==> config.mk <==
export PLATFORM = sky130hd
export DESIGN_NAME = vnu_serial
export DESIGN_NICKNAME = d
export VERILOG_FILES = /design/src/rtl/ldpc_pkg.sv /design/src/rtl/ldpc_sat.sv /design/src/rtl/vnu_serial.sv
export SDC_FILE = /design/constraint.sdc
export NUM_CORES = 1
export LEC_CHECK = 0
export CAP_MARGIN = 30
export CORE_MARGIN = 2
export CORE_UTILIZATION = 52
export CTS_CLUSTER_DIAMETER = 80
export DETAILED_ROUTE_END_ITERATION = 7
export PLACE_DENSITY_LB_ADDON = 0.3
export SYNTH_ARGS = -nofsm -noshare
export SYNTH_HDL_FRONTEND = slang
export SYNTH_SLANG_ARGS = --single-unit
==> constraint.sdc <==
create_clock -name clk -period 6.46 [get_ports clk]
set_clock_uncertainty 0.15 [all_clocks]
set_input_delay 1.292 -clock clk [delete_from_list [all_inputs] [get_ports clk]]
set_output_delay 1.292 -clock clk [all_outputs]
set_load 0.02 [all_outputs]
==> src/rtl/ldpc_pkg.sv <==
// Shared LDPC decoder definitions: default message width, variable-node
// FSM states and symmetric saturation limits.
package ldpc_pkg;

  localparam int DATA_W_DEF = 32;

  typedef enum logic [1:0] {
    IDLE  = 2'd0,
    ACCUM = 2'd1,
    EMIT  = 2'd2
  } state_t;

  // Symmetric limits for the default width; the most negative code is
  // deliberately excluded so magnitudes never overflow downstream.
  localparam logic signed [DATA_W_DEF-1:0] SAT_POS_DEF = {1'b0, {(DATA_W_DEF-1){1'b1}}};
  localparam logic signed [DATA_W_DEF-1:0] SAT_NEG_DEF = -SAT_POS_DEF;

endpackage

==> src/rtl/ldpc_sat.sv <==
// Symmetric saturator: clamps a signed IN_W value into
// [-(2^(OUT_W-1)-1), +(2^(OUT_W-1)-1)].
module ldpc_sat
  import ldpc_pkg::*;
#(
  parameter int IN_W  = DATA_W_DEF + 3,
  parameter int OUT_W = DATA_W_DEF
) (
  input  logic signed [IN_W-1:0]  din,
  output logic signed [OUT_W-1:0] dout
);

  if (IN_W <= OUT_W) begin : g_width_check
    $error("ldpc_sat: IN_W must exceed OUT_W");
  end

  localparam logic signed [IN_W-1:0] POS_LIM = {{(IN_W-OUT_W+1){1'b0}}, {(OUT_W-1){1'b1}}};
  localparam logic signed [IN_W-1:0] NEG_LIM = -POS_LIM;

  // Clamp to the symmetric range, otherwise pass the low bits through.
  always_comb begin
    if (din > POS_LIM) begin
      dout = POS_LIM[OUT_W-1:0];
    end else if (din < NEG_LIM) begin
      dout = NEG_LIM[OUT_W-1:0];
    end else begin
      dout = din[OUT_W-1:0];
    end
  end

endmodule

==> src/rtl/vnu_serial.sv <==
// Serial variable-node unit: accepts one channel LLR and DV check messages,
// forms the posterior, then streams DV extrinsic messages posterior - R_i.
module vnu_serial
  import ldpc_pkg::*;
#(
  parameter int DATA_W = DATA_W_DEF,
  parameter int DV     = 3,
  parameter int IDX_W  = $clog2(DV),
  parameter int ACC_W  = DATA_W + $clog2(DV + 1) + 1
) (
  input  logic              clk,
  input  logic              rst_n,
  input  logic              llr_valid,
  output logic              llr_ready,
  input  logic [DATA_W-1:0] llr_in,
  input  logic              r_valid,
  output logic              r_ready,
  input  logic [DATA_W-1:0] r_in,
  output logic              q_valid,
  input  logic              q_ready,
  output logic [DATA_W-1:0] q_out,
  output logic [IDX_W-1:0]  q_idx,
  output logic [DATA_W-1:0] post_out,
  output logic              hard_bit,
  output logic              busy
);

  if (DV < 2) begin : g_dv_check
    $error("vnu_serial: DV must be at least 2");
  end

  localparam logic [IDX_W-1:0] CNT_LAST = IDX_W'(DV - 1);

  state_t                    state_q, state_d;
  logic signed [ACC_W-1:0]   acc_q, acc_d;
  logic [IDX_W-1:0]          cnt_q, cnt_d;
  logic [DATA_W-1:0]         r_buf_q [DV];
  logic [DATA_W-1:0]         r_buf_d [DV];
  logic [DATA_W-1:0]         post_q, post_d;
  logic                      hard_q, hard_d;

  logic signed [ACC_W-1:0]   llr_ext;
  logic signed [ACC_W-1:0]   r_ext;
  logic signed [ACC_W-1:0]   buf_ext;
  logic signed [ACC_W-1:0]   acc_sum;
  logic signed [ACC_W-1:0]   q_diff;
  logic signed [DATA_W-1:0]  post_sat;
  logic signed [DATA_W-1:0]  q_sat;
  logic                      r_take;
  logic                      q_take;

  // Sign extension of the incoming and buffered messages to accumulator width.
  always_comb begin
    llr_ext = {{(ACC_W-DATA_W){llr_in[DATA_W-1]}}, llr_in};
    r_ext   = {{(ACC_W-DATA_W){r_in[DATA_W-1]}}, r_in};
    buf_ext = {{(ACC_W-DATA_W){r_buf_q[cnt_q][DATA_W-1]}}, r_buf_q[cnt_q]};
    acc_sum = acc_q + r_ext;
    q_diff  = acc_q - buf_ext;
  end

  ldpc_sat #(.IN_W(ACC_W), .OUT_W(DATA_W)) u_sat_post (
    .din  (acc_sum),
    .dout (post_sat)
  );

  ldpc_sat #(.IN_W(ACC_W), .OUT_W(DATA_W)) u_sat_q (
    .din  (q_diff),
    .dout (q_sat)
  );

  // Handshake strobes are qualified by the registered state only.
  always_comb begin
    r_take = (state_q == ACCUM) && r_valid;
    q_take = (state_q == EMIT) && q_ready;
  end

  // Each buffer slot captures r_in when it is the slot being filled.
  for (genvar gi = 0; gi < DV; gi++) begin : g_buf
    always_comb begin
      r_buf_d[gi] = r_buf_q[gi];
      if (r_take && (cnt_q == IDX_W'(gi))) begin
        r_buf_d[gi] = r_in;
      end
    end
  end

  // Next-state logic for the IDLE -> ACCUM -> EMIT sequence.
  always_comb begin
    state_d = state_q;
    acc_d   = acc_q;
    cnt_d   = cnt_q;
    post_d  = post_q;
    hard_d  = hard_q;
    case (state_q)
      IDLE: begin
        if (llr_valid) begin
          acc_d   = llr_ext;
          cnt_d   = '0;
          state_d = ACCUM;
        end
      end
      ACCUM: begin
        if (r_take) begin
          acc_d = acc_sum;
          if (cnt_q == CNT_LAST) begin
            cnt_d   = '0;
            state_d = EMIT;
            post_d  = post_sat;
            hard_d  = acc_sum[ACC_W-1];
          end else begin
            cnt_d = cnt_q + IDX_W'(1);
          end
        end
      end
      EMIT: begin
        if (q_take) begin
          if (cnt_q == CNT_LAST) begin
            cnt_d   = '0;
            state_d = IDLE;
          end else begin
            cnt_d = cnt_q + IDX_W'(1);
          end
        end
      end
      default: begin
        state_d = IDLE;
        cnt_d   = '0;
      end
    endcase
  end

  // State register with asynchronous clear; a reset mid-node drops all data.
  always_ff @(posedge clk or negedge rst_n) begin
    if (!rst_n) begin
      state_q <= IDLE;
      acc_q   <= '0;
      cnt_q   <= '0;
      post_q  <= '0;
      hard_q  <= 1'b0;
      for (int i = 0; i < DV; i++) begin
        r_buf_q[i] <= '0;
      end
    end else begin
      state_q <= state_d;
      acc_q   <= acc_d;
      cnt_q   <= cnt_d;
      post_q  <= post_d;
      hard_q  <= hard_d;
      for (int i = 0; i < DV; i++) begin
        r_buf_q[i] <= r_buf_d[i];
      end
    end
  end

  // Outputs depend on registers only, so they are glitch-free of the inputs.
  always_comb begin
    llr_ready = (state_q == IDLE);
    r_ready   = (state_q == ACCUM);
    q_valid   = (state_q == EMIT);
    busy      = (state_q == ACCUM) || (state_q == EMIT);
    q_out     = q_sat;
    q_idx     = cnt_q;
    post_out  = post_q;
    hard_bit  = hard_q;
  end

endmodule

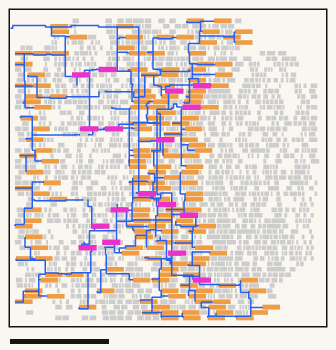
Run 1: clock wires, drivers and flops
Scale bar: 50 um.
- blue: clock wires (length 2090 um)
- magenta: clock-net drivers (count 17)
- orange: flip-flops (count 168)
- routed clock nets: 18
Clock Latency Late Sink: 0.44 ns

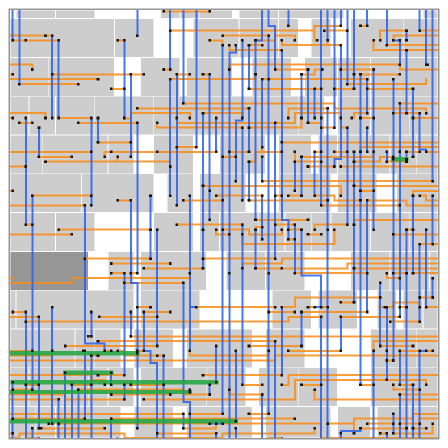
Run 1: zoomed window
Region (104, 25) to (134, 55) um. Cells in gray, sequential cells in the stronger gray; small squares are vias.
- orange: M1
- blue: M2
- green: M3
- cells with their middle in the window: 87
- most frequent: buf_4 (26), ha_1 (8), a21oi_1 (6)
- netlist names of flops here include: q_idx (1)
- sequential cells in the window: 1

==> metrics.yaml, run 1 <==
critical_path:
  startpoint: "q_idx[1]"
  end_kind: "output port"
  worstPathMaxFanout: 18
  reg2reg_from: "acc_q[0]"
  reg2reg_depth: 13
  critPathRequiredTime_ns: 5.02
  crit_arrival_ns: 5.03
layout:
  fin_nets: 1811
  largest_class: "logic gates"
  final_cell_mix: "nand2_1 (238), dfrtp_1 (167), o21ai_0 (160)"
  layout_top_cell: "nand2_1"
  flops: 168
  nClkBuffers: 18
  antenna_cells: 1
  comb_cells: 1218
grt:
  globalRouteMet2Util_pct: 47.7
  top_usage_layer: "met2"
  grt_util_met1_pct: 41.9
  grt_pass1_wl_um: 61700
final_timing:
  layout_setup_ws_ns: -0.0132
  worstMarginPinSlew_ns: 0.903
  setup_viol: 7
  finalHoldViolCount: 0
logic_synthesis:
  netlist-cell-type-count: 84
  synth_top_cell_by_area: "dfrtp_1"
  synth-compound-area-share_pct: 22.4
  synthCells: 1494
  synthSimpleGateAreaFrac_pct: 19.7
  ys_cells: 1494
  edf_count: 0
  top_area_share_pct: 33.6
  most_common_cell: "nand2_1"
  floorplan.nets: 1636
clocking:
  cts_buffers: 17
  cts_hold_buf: 0
drt:
  top_layer: "met4"
  dr_wl_met2_um: 17400
  wl_met3_um: 2770
placement:
  dpl.cell_count: 1951
  hpwl_um: 29100
  place_ws_ns: -0.182
outcome:
  failed_checks: "setup timing"
  status: "finished with violations"
floorplan:
  ioPinCount: 140
  die-area_sq_mm: 0.0253
  die-height_um: 159
  fp.coreArea_sq_mm: 0.0235
min_path:
  hp-class: "reg2reg"
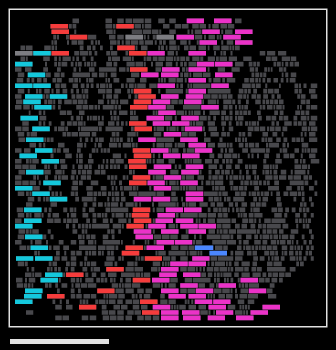
Run 1: where the registers sit
Scale bar: 50 um. Other sequential cells in the stronger gray, the rest of the logic in the fainter gray.
- cyan: post_out (flops 32; where a vertical strip on the left)
- blue: q_idx (flops 2)
- red: acc_q (flops 35)
- magenta: r_buf_q (flops 96; where a vertical strip down the middle)
- not colored: 3

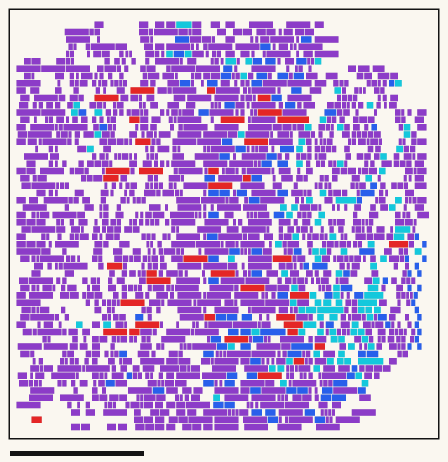
Run 1: cell sizes after repair
Scale bar: 50 um.
- cyan: x3 and x4 (cells 106; share 6.3%; most used buf_4)
- red: x6 and larger (cells 38; share 2.3%; most used clkbuf_16)
- purple: x1 and smaller (cells 1415; share 84%; most used nand2_1)
- blue: x2 (cells 123; share 7.3%; most used mux2_2)
area delta synth->final: 23.7%
fin area: 0.0155 sq mm
Worst Slack Setup Final: -0.0132 ns
bufs w/o clock: 235

run 1: state kept, by name (all words and copies together) (netlist names):
signal    flops
hard_bit      1
state_q       2
acc_q        35
post_out     32
q_idx         2
r_buf_q      96
run 1: critical path, stage by stage, from the launching register on:
cell       delay (ns)
dfrtp_2          0.44
buf_4            0.15
nor2b_4          0.21
buf_6            0.14
buf_4            0.11
a21oi_1          0.08
ha_2             0.22
a2111oi_4        0.37
o21ai_2          0.10
and2_4           0.16
or3_4            0.37
a2111o_1         0.42
nand4bb_1        0.19
or4_1            0.47
or4_4            0.57
a21oi_4          0.18
buf_12           0.14
o21ai_0          0.07
buf_2            0.19
==> inputs of run 2 (changes only) <==
--- a/config.mk
+++ b/config.mk
@@ -11,6 +11,7 @@
 export CTS_CLUSTER_DIAMETER = 80
 export DETAILED_ROUTE_END_ITERATION = 7
 export PLACE_DENSITY_LB_ADDON = 0.3
+export SLEW_MARGIN = 20
 export SYNTH_ARGS = -nofsm -noshare
 export SYNTH_HDL_FRONTEND = slang
 export SYNTH_SLANG_ARGS = --single-unit
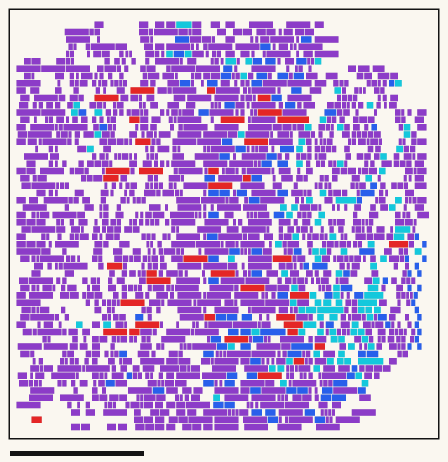
Run 2: cell sizes after repair
Scale bar: 50 um.
- cyan: x3 and x4 (cells 106; share 6.3%; most used buf_4)
- red: x6 and larger (cells 38; share 2.3%; most used clkbuf_16)
- purple: x1 and smaller (cells 1415; share 84%; most used nand2_1)
- blue: x2 (cells 123; share 7.3%; most used mux2_2)

==> metrics.yaml, run 2 <==
drt:
  drt-total-wl_um: 38600
  dr_wl_met2_um: 17400
  top_layer: "met4"
  ant_nets: 0
  avgRoutedWirePerCell_um: 19.3
  wl_met3_um: 2770
layout:
  areaGrowthSynthToFinish_pct: 23.7
  fin_nets: 1811
  final_cell_area_sq_mm: 0.0155
  final_cell_mix: "nand2_1 (238), dfrtp_1 (167), o21ai_0 (160)"
  drive_gt1_share_pct: 15.9
  final_cells: 2002
  top_register: "r_buf_q"
  largest_reg_flops: 96
  layout_top_cell: "nand2_1"
clocking:
  clock_latency_ns: 0.44
  cts_hold_buf: 0
  cts.clk_slew.worst_paths_ns: 0.07
  cts_sinks: 168
  cts_buffers: 17
critical_path:
  critical_path_depth: 18
  cp_num_buf_inv: 5
  critPathRequiredTime_ns: 5.02
  crit_family: "simple AND/OR/NAND/NOR gates"
  path_common_cell: "buf_4"
  crit_arrival_ns: 5.03
  end_kind: "output port"
  reg2reg_from: "acc_q[0]"
  cp_slowest_cell: "or4_4"
  max_stage_delay_ns: 0.57
  reg2reg_depth: 13
  worstPathMaxFanout: 18
  crit_chain: "buf_4 -> nor2b_4 -> buf_6 -> buf_4 -> a21oi_1 -> ha_2 -> a2111oi_4 -> o21ai_2 -> and2_4 -> or3_4 -> a2111o_1 -> nand4bb_1 -> or4_1 -> or4_4 -> a21oi_4 -> buf_12 -> o21ai_0 -> buf_2"
  startpoint: "q_idx[1]"
  rrSetupSlack_ns: 1.69
placement:
  dpl.cell_count: 1951
  port_buffers: 139
  place_ws_ns: -0.182
  hpwl_um: 29100
grt:
  grt_util_met1_pct: 41.9
  globalRouteMet2Util_pct: 47.7
  grt_use_met3_pct: 5.76
  grt_pass1_wl_um: 61700
  grt_pass1_vias: 11700
  grt_use_total_pct: 30.0
  antenna_found_initial: 0
  top_usage_layer: "met2"
logic_synthesis:
  synthCells: 1494
  floorplan.nets: 1636
  seq_area_frac_synth_pct: 33.6
  synthesis.area_sq_mm: 0.0125
  synth_top_cell_by_area: "dfrtp_1"
  top_area_share_pct: 33.6
  ys_cells: 1494
  top_cells_by_area: "dfrtp_1 (34%), nand2_1 (7.1%), ha_1 (7.1%)"
  ys_seq_elements: 168
  most_common_cell: "nand2_1"
  synth_warnings: 0
  edf_count: 0
  synthArstFlopShare_pct: 100
  common_cells: "nand2_1 (238), dfrtp_1 (168), o21ai_0 (167), a21oi_1 (106), nor2_1 (104)"
  ys_area_sq_mm: 0.0125
  netlist-cell-type-count: 84
floorplan:
  die-area_sq_mm: 0.0253
  die-height_um: 159
  ioPinCount: 140
  fp.coreArea_sq_mm: 0.0235
outcome:
  failed_checks: "setup timing"
  status: "finished with violations"
final_timing:
  grt_setup_unrepaired: "true"
  setup_viol: 7
  layout_setup_ws_ns: -0.0132
  period_used_pct: 100
  finalHoldViolCount: 0
  worstMarginPinSlew_ns: 0.903
min_path:
  hp-class: "reg2reg"
  hold_depth: 2
[run 2: cell type report]
class | instances | area, sq um
Antenna cell | 1 | 2.50
Inverter | 29 | 109
Clock buffer | 18 | 439
Tap cell | 319 | 399
Sequential cell | 168 | 4210
Multi-Input combinational cell | 1218 | 8050
Fill cell | 1968 | 8060
Clock inverter | 14 | 156
Timing Repair Buffer | 235 | 2120
[run 2: logic make-up after synthesis]
family	after synthesis	synth area share (%)
AND/OR/NAND/NOR	531	19.7
AND-OR/OR-AND	450	22.4
flip-flops	168	33.6
multiplexers	129	11.0
buffers and inverters	108	3.46
adder cells (fa/ha/maj)	73	7.41
XOR/XNOR	35	2.45
==> inputs of run 3 (changes only) <==
--- a/config.mk
+++ b/config.mk
@@ -5,7 +5,7 @@
 export SDC_FILE = /design/constraint.sdc
 export NUM_CORES = 1
 export LEC_CHECK = 0
-export CAP_MARGIN = 30
+export CAP_MARGIN = 20
 export CORE_MARGIN = 2
 export CORE_UTILIZATION = 52
 export CTS_CLUSTER_DIAMETER = 80
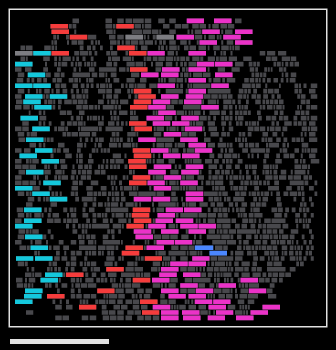
Run 3: where the registers sit
Scale bar: 50 um. Other sequential cells in the stronger gray, the rest of the logic in the fainter gray.
- blue: q_idx (flops 2)
- magenta: r_buf_q (flops 96; where a vertical strip down the middle)
- red: acc_q (flops 35)
- cyan: post_out (flops 32; where a vertical strip on the left)
- not colored: 3

==> metrics.yaml, run 3 <==
logic_synthesis:
  ys_area_sq_mm: 0.0125
  synth_top_cell_by_area: "dfrtp_1"
  synth-xor-area-share_pct: 2.45
  floorplan.nets: 1636
  edf_count: 0
  common_cells: "nand2_1 (238), dfrtp_1 (168), o21ai_0 (167), a21oi_1 (106), nor2_1 (104)"
  synth_warnings: 0
  seq_area_frac_synth_pct: 33.6
floorplan:
  ioPinCount: 140
  fp.coreArea_sq_mm: 0.0235
placement:
  port_buffers: 139
grt:
  grt_pass1_vias: 11700
  grt_util_met1_pct: 41.9
  grt_pass1_wl_um: 61700
  top_usage_layer: "met2"
drt:
  dr_wl_met2_um: 17400
  ant_nets: 0
layout:
  areaGrowthSynthToFinish_pct: 23.7
  top_register: "r_buf_q"
  fin_nets: 1811
critical_path:
  crit_family: "simple AND/OR/NAND/NOR gates"
  crit_arrival_ns: 5.03
  worstPathMaxFanout: 18
  reg2reg_from: "acc_q[0]"
  critPathRequiredTime_ns: 5.02
  startpoint: "q_idx[1]"
  crit_chain: "buf_4 -> nor2b_4 -> buf_6 -> buf_4 -> a21oi_1 -> ha_2 -> a2111oi_4 -> o21ai_2 -> and2_4 -> or3_4 -> a2111o_1 -> nand4bb_1 -> or4_1 -> or4_4 -> a21oi_4 -> buf_12 -> o21ai_0 -> buf_2"
outcome:
  failed_checks: "setup timing"
  status: "finished with violations"
min_path:
  hold_depth: 2
clocking:
  clock_latency_ns: 0.44
  cts_sinks: 168
final_timing:
  setup_viol: 7
  layout_setup_ws_ns: -0.0132
-- run 3: what timing repair did --
action / CTS / global route
cloned: 1 / 0
gates resized: 106 / 31
setup buffers: 8 / 9
pin swaps: 5 / 6
endpoints found under the setup margin: 31 / 31
-- run 3: through the flow --
step / hold slack [ns]
global placement: 0.307
floorplan: 0.295
global route: 0.340
CTS: 0.329
detailed placement: 0.313
finish: 0.329
-- run 3: layout make-up --
cell class | count | area, sq um
inverters | 29 | 109
multi-input cells | 1218 | 8050
clock buffers | 18 | 439
fillers | 1968 | 8060
diodes | 1 | 2.50
clock inverters | 14 | 156
flip-flops and latches | 168 | 4210
repair buffers | 235 | 2120
well taps | 319 | 399
